### src/rtl/mips_cpu_bus_pkg.sv
// Shared types for the MIPS CPU bus arbiter: FSM state encoding, the
// per-requester bus request bundle and the requester index constants.
package mips_cpu_bus_pkg;

  typedef enum logic [1:0] {
    IDLE = 2'd0,
    BUSY = 2'd1,
    RESP = 2'd2
  } arb_state_t;

  typedef struct packed {
    logic        read;
    logic        write;
    logic [31:0] addr;
    logic [3:0]  byteenable;
    logic [31:0] writedata;
  } bus_req_t;

  localparam logic REQ_INSTR = 1'b0;
  localparam logic REQ_DATA  = 1'b1;

  function automatic logic req_pending(input bus_req_t r);
    return r.read | r.write;
  endfunction

endpackage

### src/rtl/mips_cpu_bus_arbiter_if.sv
// Avalon-style memory port. The CPU-side requesters and the memory both use
// this bundle; master drives the strobes, slave answers with stall/data.
interface mips_cpu_bus_arbiter_if;
  logic        read;
  logic        write;
  logic [31:0] addr;
  logic [3:0]  byteenable;
  logic [31:0] writedata;
  logic        waitrequest;
  logic [31:0] readdata;
  logic        readdatavalid;

  modport master (
    output read, write, addr, byteenable, writedata,
    input  waitrequest, readdata, readdatavalid
  );

  modport slave (
    input  read, write, addr, byteenable, writedata,
    output waitrequest, readdata, readdatavalid
  );
endinterface

### src/rtl/mips_cpu_bus_arb_pick.sv
// Winner selection between instruction fetch (m0) and data (m1) requests.
// Optional macro ARB_ROUND_ROBIN_EN: on a tie, grant the requester that did
// not win last; otherwise m1 always wins a tie.
module mips_cpu_bus_arb_pick
  import mips_cpu_bus_pkg::*;
(
  input  logic req0,
  input  logic req1,
  input  logic last_winner,
  output logic valid,
  output logic winner
);

  logic tie_winner;

`ifdef ARB_ROUND_ROBIN_EN
  assign tie_winner = ~last_winner;
`else
  logic unused_last_winner;
  assign unused_last_winner = last_winner;
  assign tie_winner         = REQ_DATA;
`endif

  // Single requests win outright; only a tie consults the policy.
  always_comb begin
    valid  = req0 | req1;
    winner = REQ_INSTR;
    if (req0 && req1) begin
      winner = tie_winner;
    end else if (req1) begin
      winner = REQ_DATA;
    end
  end

endmodule

### src/rtl/mips_cpu_bus_arbiter.sv
// Two-requester arbiter for the shared memory bus. One transaction per grant,
// an IDLE cycle between transactions, and a stall watchdog that aborts a
// transaction after TIMEOUT_CYCLES stalled BUSY cycles (0 disables it).
// Optional macro ARB_ROUND_ROBIN_EN selects tie-breaking in the pick block.
module mips_cpu_bus_arbiter
  import mips_cpu_bus_pkg::*;
#(
  parameter int unsigned TIMEOUT_CYCLES = 255,
  parameter int unsigned CNT_W          = 8
) (
  input  logic                  clk,
  input  logic                  reset_n,
  mips_cpu_bus_arbiter_if.slave  m0,
  mips_cpu_bus_arbiter_if.slave  m1,
  mips_cpu_bus_arbiter_if.master s,
  output logic                  timeout
);

  localparam logic [CNT_W-1:0] TO_LIMIT = CNT_W'(TIMEOUT_CYCLES);
  localparam logic [CNT_W-1:0] CNT_MAX  = {CNT_W{1'b1}};
  localparam bit               TO_EN    = (TIMEOUT_CYCLES != 0);

  arb_state_t       state_q, state_d;
  logic             grant_q, grant_d;
  logic             last_q, last_d;
  logic [CNT_W-1:0] cnt_q, cnt_d;

  bus_req_t req0, req1, gnt_req;
  logic     pick_valid, pick_winner;
  logic     strobe_rd, strobe_wr, stalled, accept, timeout_hit;
  logic     unused_s_rdv;

  assign req0 = '{read: m0.read, write: m0.write, addr: m0.addr,
                  byteenable: m0.byteenable, writedata: m0.writedata};
  assign req1 = '{read: m1.read, write: m1.write, addr: m1.addr,
                  byteenable: m1.byteenable, writedata: m1.writedata};
  assign gnt_req = grant_q ? req1 : req0;

  // Read wins over write when a requester asserts both.
  assign strobe_rd   = (state_q == BUSY) && gnt_req.read;
  assign strobe_wr   = (state_q == BUSY) && gnt_req.write && !gnt_req.read;
  assign stalled     = (strobe_rd || strobe_wr) && s.waitrequest;
  assign accept      = (strobe_rd || strobe_wr) && !s.waitrequest;
  assign timeout_hit = TO_EN && stalled && (cnt_q == TO_LIMIT);

  assign unused_s_rdv = s.readdatavalid;

  mips_cpu_bus_arb_pick u_pick (
    .req0        (req_pending(req0)),
    .req1        (req_pending(req1)),
    .last_winner (last_q),
    .valid       (pick_valid),
    .winner      (pick_winner)
  );

  // State register, grant, last winner and stall counter.
  always_ff @(posedge clk or negedge reset_n) begin
    if (!reset_n) begin
      state_q <= IDLE;
      grant_q <= REQ_INSTR;
      last_q  <= REQ_INSTR;
      cnt_q   <= '0;
    end else begin
      state_q <= state_d;
      grant_q <= grant_d;
      last_q  <= last_d;
      cnt_q   <= cnt_d;
    end
  end

  // Next-state: arbitrate in IDLE, finish or abort in BUSY, one RESP beat.
  always_comb begin
    state_d = state_q;
    grant_d = grant_q;
    last_d  = last_q;
    cnt_d   = '0;
    unique case (state_q)
      IDLE: begin
        if (pick_valid) begin
          state_d = BUSY;
          grant_d = pick_winner;
          last_d  = pick_winner;
        end
      end
      BUSY: begin
        if (accept) begin
          state_d = strobe_rd ? RESP : IDLE;
        end else if (!stalled) begin
          // Granted requester withdrew: nothing to wait for.
          state_d = IDLE;
        end else if (timeout_hit) begin
          state_d = IDLE;
        end else begin
          cnt_d = (cnt_q == CNT_MAX) ? cnt_q : cnt_q + CNT_W'(1);
        end
      end
      RESP:    state_d = IDLE;
      default: state_d = IDLE;
    endcase
  end

  // Outputs: slave strobes from the granted requester, stall/data routing.
  always_comb begin
    s.read       = strobe_rd;
    s.write      = strobe_wr;
    s.addr       = '0;
    s.byteenable = '0;
    s.writedata  = '0;
    if (state_q == BUSY) begin
      s.addr       = gnt_req.addr;
      s.byteenable = gnt_req.byteenable;
      s.writedata  = gnt_req.writedata;
    end

    m0.waitrequest   = 1'b1;
    m1.waitrequest   = 1'b1;
    m0.readdata      = '0;
    m1.readdata      = '0;
    m0.readdatavalid = 1'b0;
    m1.readdatavalid = 1'b0;
    timeout          = timeout_hit;

    if (strobe_wr && accept) begin
      if (grant_q) m1.waitrequest = 1'b0;
      else         m0.waitrequest = 1'b0;
    end
    if (state_q == RESP) begin
      if (grant_q) begin
        m1.waitrequest   = 1'b0;
        m1.readdatavalid = 1'b1;
        m1.readdata      = s.readdata;
      end else begin
        m0.waitrequest   = 1'b0;
        m0.readdatavalid = 1'b1;
        m0.readdata      = s.readdata;
      end
    end
  end

endmodule

### src/flat_wrapper.sv
// flat-port wrapper written by rule: the top's interface ports become plain ports
module mips_cpu_bus_arbiter_flat import mips_cpu_bus_pkg::*;
#(
  parameter int unsigned TIMEOUT_CYCLES = 255,
  parameter int unsigned CNT_W          = 8
)
  (clk, reset_n, timeout, m0_read, m0_write, m0_addr, m0_byteenable, m0_writedata, m0_waitrequest, m0_readdata, m0_readdatavalid, m1_read, m1_write, m1_addr, m1_byteenable, m1_writedata, m1_waitrequest, m1_readdata, m1_readdatavalid, s_read, s_write, s_addr, s_byteenable, s_writedata, s_waitrequest, s_readdata, s_readdatavalid);
  mips_cpu_bus_arbiter_if m0_i ();
  mips_cpu_bus_arbiter_if m1_i ();
  mips_cpu_bus_arbiter_if s_i ();
  input  logic clk;
  input  logic reset_n;
  output logic timeout;
  input wire logic [$bits(m0_i.read)-1:0] m0_read;
  input wire logic [$bits(m0_i.write)-1:0] m0_write;
  input wire logic [$bits(m0_i.addr)-1:0] m0_addr;
  input wire logic [$bits(m0_i.byteenable)-1:0] m0_byteenable;
  input wire logic [$bits(m0_i.writedata)-1:0] m0_writedata;
  output wire logic [$bits(m0_i.waitrequest)-1:0] m0_waitrequest;
  output wire logic [$bits(m0_i.readdata)-1:0] m0_readdata;
  output wire logic [$bits(m0_i.readdatavalid)-1:0] m0_readdatavalid;
  input wire logic [$bits(m1_i.read)-1:0] m1_read;
  input wire logic [$bits(m1_i.write)-1:0] m1_write;
  input wire logic [$bits(m1_i.addr)-1:0] m1_addr;
  input wire logic [$bits(m1_i.byteenable)-1:0] m1_byteenable;
  input wire logic [$bits(m1_i.writedata)-1:0] m1_writedata;
  output wire logic [$bits(m1_i.waitrequest)-1:0] m1_waitrequest;
  output wire logic [$bits(m1_i.readdata)-1:0] m1_readdata;
  output wire logic [$bits(m1_i.readdatavalid)-1:0] m1_readdatavalid;
  output wire logic [$bits(s_i.read)-1:0] s_read;
  output wire logic [$bits(s_i.write)-1:0] s_write;
  output wire logic [$bits(s_i.addr)-1:0] s_addr;
  output wire logic [$bits(s_i.byteenable)-1:0] s_byteenable;
  output wire logic [$bits(s_i.writedata)-1:0] s_writedata;
  input wire logic [$bits(s_i.waitrequest)-1:0] s_waitrequest;
  input wire logic [$bits(s_i.readdata)-1:0] s_readdata;
  input wire logic [$bits(s_i.readdatavalid)-1:0] s_readdatavalid;
  assign m0_i.read = m0_read;
  assign m0_i.write = m0_write;
  assign m0_i.addr = m0_addr;
  assign m0_i.byteenable = m0_byteenable;
  assign m0_i.writedata = m0_writedata;
  assign m0_waitrequest = m0_i.waitrequest;
  assign m0_readdata = m0_i.readdata;
  assign m0_readdatavalid = m0_i.readdatavalid;
  assign m1_i.read = m1_read;
  assign m1_i.write = m1_write;
  assign m1_i.addr = m1_addr;
  assign m1_i.byteenable = m1_byteenable;
  assign m1_i.writedata = m1_writedata;
  assign m1_waitrequest = m1_i.waitrequest;
  assign m1_readdata = m1_i.readdata;
  assign m1_readdatavalid = m1_i.readdatavalid;
  assign s_read = s_i.read;
  assign s_write = s_i.write;
  assign s_addr = s_i.addr;
  assign s_byteenable = s_i.byteenable;
  assign s_writedata = s_i.writedata;
  assign s_i.waitrequest = s_waitrequest;
  assign s_i.readdata = s_readdata;
  assign s_i.readdatavalid = s_readdatavalid;
  mips_cpu_bus_arbiter #(.TIMEOUT_CYCLES(TIMEOUT_CYCLES), .CNT_W(CNT_W)) u_core (.clk(clk), .reset_n(reset_n), .m0(m0_i), .m1(m1_i), .s(s_i), .timeout(timeout));
endmodule
### config.mk
export PLATFORM = sky130hd
export DESIGN_NAME = mips_cpu_bus_arbiter_flat
export DESIGN_NICKNAME = d
export VERILOG_FILES = /design/src/rtl/mips_cpu_bus_pkg.sv /design/src/rtl/mips_cpu_bus_arbiter_if.sv /design/src/rtl/mips_cpu_bus_arb_pick.sv /design/src/rtl/mips_cpu_bus_arbiter.sv /design/src/flat_wrapper.sv
export SDC_FILE = /design/constraint.sdc
export NUM_CORES = 1
export LEC_CHECK = 0
export CORE_AREA = 5 5 121 123
export CTS_CLUSTER_SIZE = 30
export DETAILED_ROUTE_END_ITERATION = 8
export DIE_AREA = 0 0 126 128
export GPL_ROUTABILITY_DRIVEN = 0
export PLACE_DENSITY = 0.67
export SYNTH_ARGS = -nofsm -noshare
export SYNTH_HDL_FRONTEND = slang
export SYNTH_HIERARCHICAL = 1
export SYNTH_SLANG_ARGS = --single-unit
### constraint.sdc
create_clock -name clk -period 3.36 [get_ports clk]
set_clock_uncertainty 0.15 [all_clocks]
set_input_delay 0.672 -clock clk [delete_from_list [all_inputs] [get_ports clk]]
set_output_delay 0.672 -clock clk [all_outputs]
set_load 0.01 [all_outputs]
==> commit_impl_results.txt, run 1 <==
Add synthesis and place-and-route results

- Outcome: finished, final reports clean
- Per the layout area report, the combinational fraction of cell area is 30.9%.
* Switching power: 1110 µW
- The most critical setup path has its startpoint at m0_write.
- Inverter count of the layout excluding clock inverters: 1
* Sequential power: 189 µW
* Placement Cell Area: 5460 µm²
- The layout report gives the register share of total cell area as 5.04%.
- Looking at the clock tree report, the H-tree level count equals 1.
* Setup repair after global routing missed its margin: false
- Final count of hold timing violations: 0
- The worst setup path is captured at a primary output.
- Clock tree cell share of total cell area: 1.42%
* Pre-placement core utilization: 15.6%
- Leakage component of the power: 0.00251 µW
* Cell with the largest stage delay on the worst path: or4b_1
- After synthesis, the most frequently instantiated cells are 70 x nor2_1, 69 x mux2i_1, 33 x and2_1.
- Commonest flop: dfrtp_1
- The most critical hold endpoint after final layout shows a slack of 0.416 ns.
- Registers, synthesis: 11
* Worst slack after detailed placement: -0.00536 ns
* Sum Neg Setup Slack: 0 ns
- Crit path cell chain: clkdlybuf4s50_1 -> nor3_1 -> or4b_1 -> nor2b_1 -> dlygate4sd2_1
- R2R depth: 4
- Number of cells produced by synthesis: approximately 290
- 1st-pass router iterations: 4
* Combinational cell power: 2230 µW
- According to the hold report, the worst path is of the register to register type.
- Seq pwr share: 7.2%
- Worst Path Required: 2.54 ns
- Once detailed placement completed, the half-perimeter wirelength came to roughly 11000 µm.
- CTS saw 11 sinks.
* Worst Hold End: u_core/cnt_q[0]
- Counting both buffers and inverters, the worst setup path holds a total of 2.
- Number of placed I/O pins: 315
- Tapcells inserted: 180
* Number of distinct library cell variants in the gate-level netlist after synthesis: 38
- In the final design database the tool counted a little under 800 nets.
- From synthesis to final layout, the design area changed by 162%.
- Tool warnings: 27
- Group drawing the most power: combinational cells
- The flow reported a cell area power density of 475 nW/µm².
- The worst-case reg-to-reg setup slack stands at 1.45 ns.
- Via count of the first global-routing pass: 3399
* Post-synthesis instance area: 2110 µm²
- Max_slew headroom: about three fifths
- DRT antenna net count: 0
- Transition time at the pin with the least slew margin: 0.570 ns
* Cell with the most instances after synthesis: nor2_1
* Total cell area reported by yosys after synthesis: 2110 µm²
* Total setup buffers inserted after CTS: 0
* Multi-input gate area: around 1700 µm²
- Number of clock buffer instances in the layout: 4
- The fraction of final cell area spent on non-clock buffers in this run is 58.4%.
- Final worst path period need: 3.08 ns
- Grouping stages by cell kind, the critical path spends the most delay in buffers and inverters.
* Initial DRC Count: 108
* Clock latency of the later-clocked register in the worst-skew pair: approximately 0.24 ns
- The count of cells in the finished layout, fillers not included, comes to between 700 and 800.
- Net count of the mapped netlist: 469
- Gates resized during post-CTS repair numbered 1.
* Maximum single-stage delay on the critical path: roughly 0.56 ns
* Most common logic cells in the final layout: 311 x clkdlybuf4s50_1, 70 x nor2_1, 69 x mux2i_1, 33 x and2_1, 32 x and3_1
* Destination of the worst register-to-register timing path: u_core/cnt_q[5]
* Clock network power consumption: 216 µW
- OpenSTA lists the critical path endpoint as timeout.
* Most area-hungry cell class in the final design: non-clock buffers
* Path type of the worst setup path: primary input to primary output
- For this design, the CTS-stage hold fixing added 0 buffers.
- Hold analysis shows the worst path with a depth of 1.
- Largest fanout of any net on the critical path: 4
- Leftover overflow at the end of global routing: 0
* # DRC: 0
* Ranking of synthesized cells by area: mux2i_1 33%, dfrtp_1 13%, nor2_1 12%
- Leaving out the clock tree, the finished layout contains a buffer count of 325.
run 1: registers in the layout (all words and copies together) (netlist names):
signal and count:
u_core/cnt_q 8, u_core/last_q 1, u_core/state_q 2
run 1: metal layers:
metal	wire length, µm	global-route usage (%)	up-vias
li1	-	-	1604
met1	4360	14.6	1479
met2	6540	26.8	201
met3	1150	3.75	15
met4	214	4.23	0
met5	0	0	-
run 1: kinds of logic (layout without fill, tap and decap cells):
family | Yosys count | after routing | share of synthesized area [%]
AOI/OAI and AO/OA | 10 | 10 | 3.02
xor gates and xnor gates | 3 | 3 | 1.24
adders and majority gates | 1 | 1 | 0.592
buffers and inverters | 30 | 330 | 6.04
DFF | 11 | 11 | 13.0
muxes | 70 | 70 | 33.2
other | 0 | 1 | 0
and+or+nand+nor | 167 | 167 | 42.9
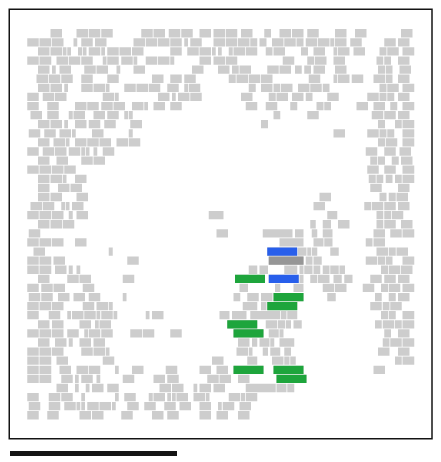
run_1/ff_map.png
Scale bar: 50 µm. Other sequential cells in the stronger gray, the rest of the logic in the fainter gray.
- green: u_core/cnt_q (flops 8; where south)
- blue: u_core/state_q (flops 2)

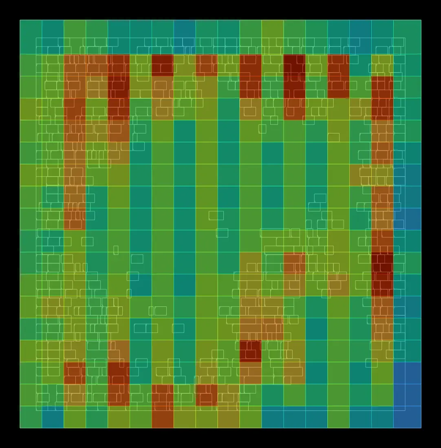
run_1/congestion_map.png
met3 GRT Util: 3.75%
global routing's busiest layer: met2
global routing usage summed across all routing layers: 13.9%
post-detailed-route wirelength per cell: 15.9 µm

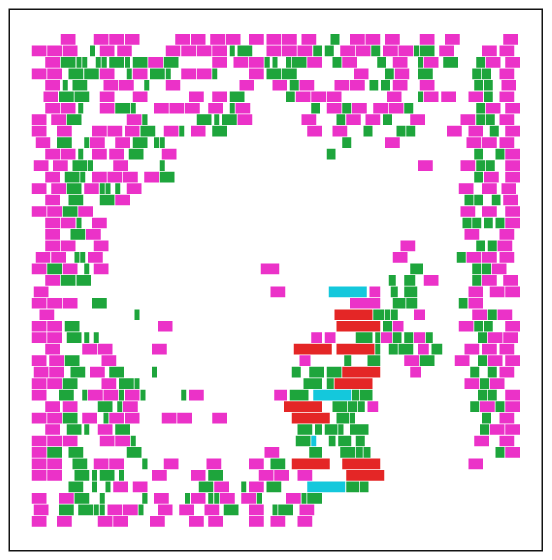
run_1/class_map.png
- green: remaining logic cells (cells 252; share of their area 32%)
- red: sequential cells (cells 11; share of their area 5.3%)
- cyan: clock drivers and dummy loads (cells 4; share of their area 1.5%)
- magenta: remaining buffers and delay cells (cells 325; share of their area 61%)
area of the core: 13600 µm²
number of rows in the core area: 43
Layout Cell Area excl Fill: 5540 µm²
utilization after layout: 40.9%

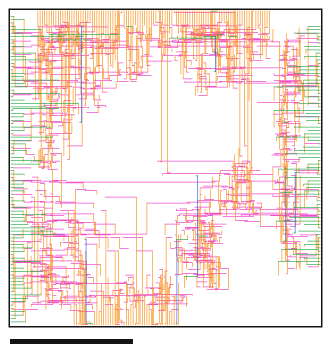
run_1/layers.png
Scale bar: 50 µm.
- green: M3 (wire length 1150 µm)
- orange: M2 (wire length 6540 µm)
- magenta: M1 (wire length 4360 µm)
- blue: M4 (wire length 214 µm)
Final Routed Wirelength: 12300 µm
total via count in the routed design: 3299

==> run 1 -> run 2 <==
- CTS_CLUSTER_DIAMETER: unset -> 60
- CTS_CLUSTER_SIZE: 30 -> 12
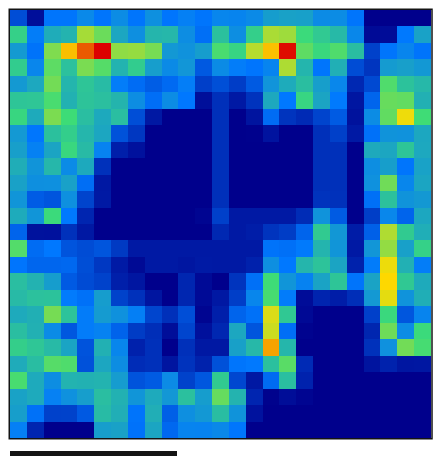
run_2/route_heat.png
Scale bar: 50 µm. 25 x 26 tiles, from dark blue (low) to red (high), scaled to the fullest tile. Values are wire area over tile area, all layers added.
- fullest tile: 0.55
- nearly empty tiles: 21%
- densest ninth of the die: north-west
- tiles over half the peak: 8.0%

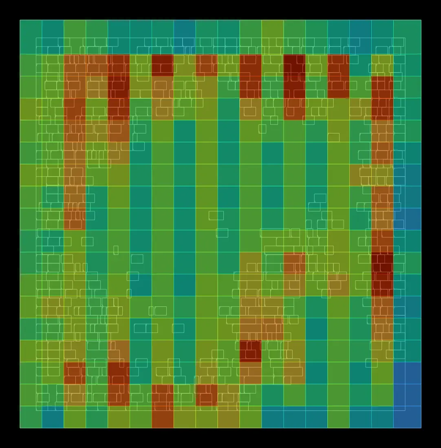
run_2/congestion_map.png
GR Util met1: 14.6%
fraction of met2 tracks used by global routing: 26.8%

==> run 2 against run 1 <==
Against the previous run:
- sequential cell count unchanged
- sequential share of layout area unchanged
- cell count unchanged
- first-iteration DRC count unchanged
- hold slack unchanged
- worst setup slack unchanged
- non-clock buffer count unchanged
- design area unchanged
- synthesized area unchanged
- synthesized cell count unchanged
- total power unchanged
- highest routed layer unchanged
==> commit_impl_results.txt, run 2 <==
Add synthesis and place-and-route results

- Commonest flop: dfrtp_1
- Once placement finished, the instance area stood at between 5000 and 6000 µm².
* Min-Delay Path Class: register to register
- CP endpoint kind: primary output
* Maximum clock frequency: 0.324 GHz
* Final count of hold timing violations: 0
- Of the total synthesized cell area, the portion taken by AND, OR, NAND and NOR gates is 42.9%.
- Number of cells produced by synthesis: 292
* Layout overhead on the synthesized area: 162%
* Net count of the mapped netlist: 469
* Number of placed I/O pins: 315
- OpenSTA lists the critical path endpoint as timeout.
- Maximum level of the CTS H-tree: 1
- Cell with the most instances after synthesis: nor2_1
* Kind of start point of the critical path: primary input
* Max_slew headroom: between 60% and 70%
* Share of the cycle needed by the critical path after routing: between 90 and 100%
- Outcome: finished, final reports clean
- Sum Neg Setup Slack: 0 ns
* Area fraction in xor and xnor cells: 1.24%
- Net count, final: 770
- Per the placement report, the placed cell count is 768.
* Sink Count: 11
* Ranking of synthesized cells by area: mux2i_1 33%, dfrtp_1 13%, nor2_1 12%
- Area of the core: 13600 µm²
- Critical Path Source: m0_write
- Input and output buffers added on the ports amount to 313.
* Highest signal layer in the routed design: met4
- Registers, synthesis: 11
- For this run, the number of Yosys warnings is 6.
- Yosys mapped the design onto 38 distinct sky130hd cell types.
- Number of flip-flops under the largest register name: 8
- Commonest cells in the synthesized netlist: 70 x nor2_1, 69 x mux2i_1, 33 x and2_1
- In this run the post-CTS setup repair buffer count came out at 0.
* Final standard cell count with taps included and fillers excluded: ~770
* Global routing's busiest layer: met2
* Final worst path period need: roughly 3 ns
- The largest registers in the layout are u_core/cnt_q: 8 flops, u_core/state_q: 2 flops, u_core/last_q: 1 flops.
* Power per unit of standard cell area: 475 nW/µm²
* Pre-placement core utilization: 15.6%
- Largest family of logic cells by area: simple AND/OR/NAND/NOR gates
* Hold Crit Depth: 1
- In the detailed route, the total length drawn on met2 is 6540 µm.
* Met3 routed WL: 1150 µm
- The routed layout has about 3300 vias.
- Tool warnings: 27
- DRT antenna net count: 0
* Via count of the first global-routing pass: 3399
- As reported, the later end of the worst-skew pair has a clock insertion delay of between 0.2 and 0.25 ns.
* Worst Path Required: 2.54 ns
- Number of clock buffers inserted by TritonCTS: 3
* Largest fanout of any net on the critical path: 4
* Post-detailed-route wirelength per cell: around 16 µm
- Per the synthesis report, the adder-cell share of the synthesized area is 0.592%.
- The mapped netlist covers 2110 µm².
* Transition time at the pin with the least slew margin: 0.570 ns
- Layout Cell Area excl Fill: 5540 µm²
- Global routing usage summed across all routing layers: 13.9%
- # hold bufs at CTS: 0
* Register with the highest flop count: u_core/cnt_q
- The capture point of the worst register-to-register path is recorded as u_core/cnt_q[5].
* Total cell area reported by yosys after synthesis: ~2100 µm²
* Initial DRC Count: 108
* # DRC: 0
- Leftover overflow at the end of global routing: 0
* Setup repair after global routing missed its margin: false
* Leakage component of the power: 0.00251 µW
- Met1 layer wirelength in the final routing: ~4400 µm
- Cts repair resizes: 1
- The worst-case reg-to-reg setup slack stands at around 1.5 ns.
* Post-detail-place hpwl: 10900 µm
- Hold timing on the final database bottoms out at a slack of 0.416 ns.
* Compound Share, Synth: 3.02%
* Met3 GRT Util: approximately 3.8%
- TritonCTS clock tree: yes
- Worst Hold End: u_core/cnt_q[0]
- 1st-pass router iterations: 4
* Proportion of layout cells with a drive suffix above 1: 4.73%
* R2R depth: 4
- Mux contribution to synthesized area: between 30% and 40%
* Utilization after layout: 40.9%
* Worst slack after detailed placement: -0.00536 ns
- The most common logic cells in the final layout are 311 x clkdlybuf4s50_1, 70 x nor2_1, 69 x mux2i_1, 33 x and2_1, 32 x and3_1.
- Most frequent standard cell in the layout excluding fill and tap cells: clkdlybuf4s50_1
* Vertical die dimension: 128 µm
* Path type of the worst setup path: primary input to primary output
* Number of rows in the core area: 43
* Final Routed Wirelength: 12300 µm
## run 2: cell counts after synthesis
Identical to the previous run, type by type.
## run 2: cell type report
| cell class | instances | area, µm² |
|---|---|---|
| Sequential cell | 11 | 279 |
| Multi-Input combinational cell | 251 | 1710 |
| Inverter | 1 | 3.75 |
| Timing Repair Buffer | 325 | 3240 |
| Fill cell | 1366 | 8020 |
| Clock buffer | 4 | 78.8 |
| Antenna cell | 1 | 2.50 |
| Tap cell | 180 | 225 |
## run 2: where the power goes
part	switching (µW)	internal, µW	leakage (µW)
Clock	57.1	159	0.0000382
Sequential	32.4	156	0.000146
Combinational	1020	1210	0.00233
Total	1110	1520	0.00251
## run 2: critical path, stage by stage
cell,delay (ns)
clkdlybuf4s50_1,0.53
nor3_1,0.06
or4b_1,0.56
nor2b_1,0.14
dlygate4sd2_1,0.30
Power is estimated from default activity; no workload was simulated.
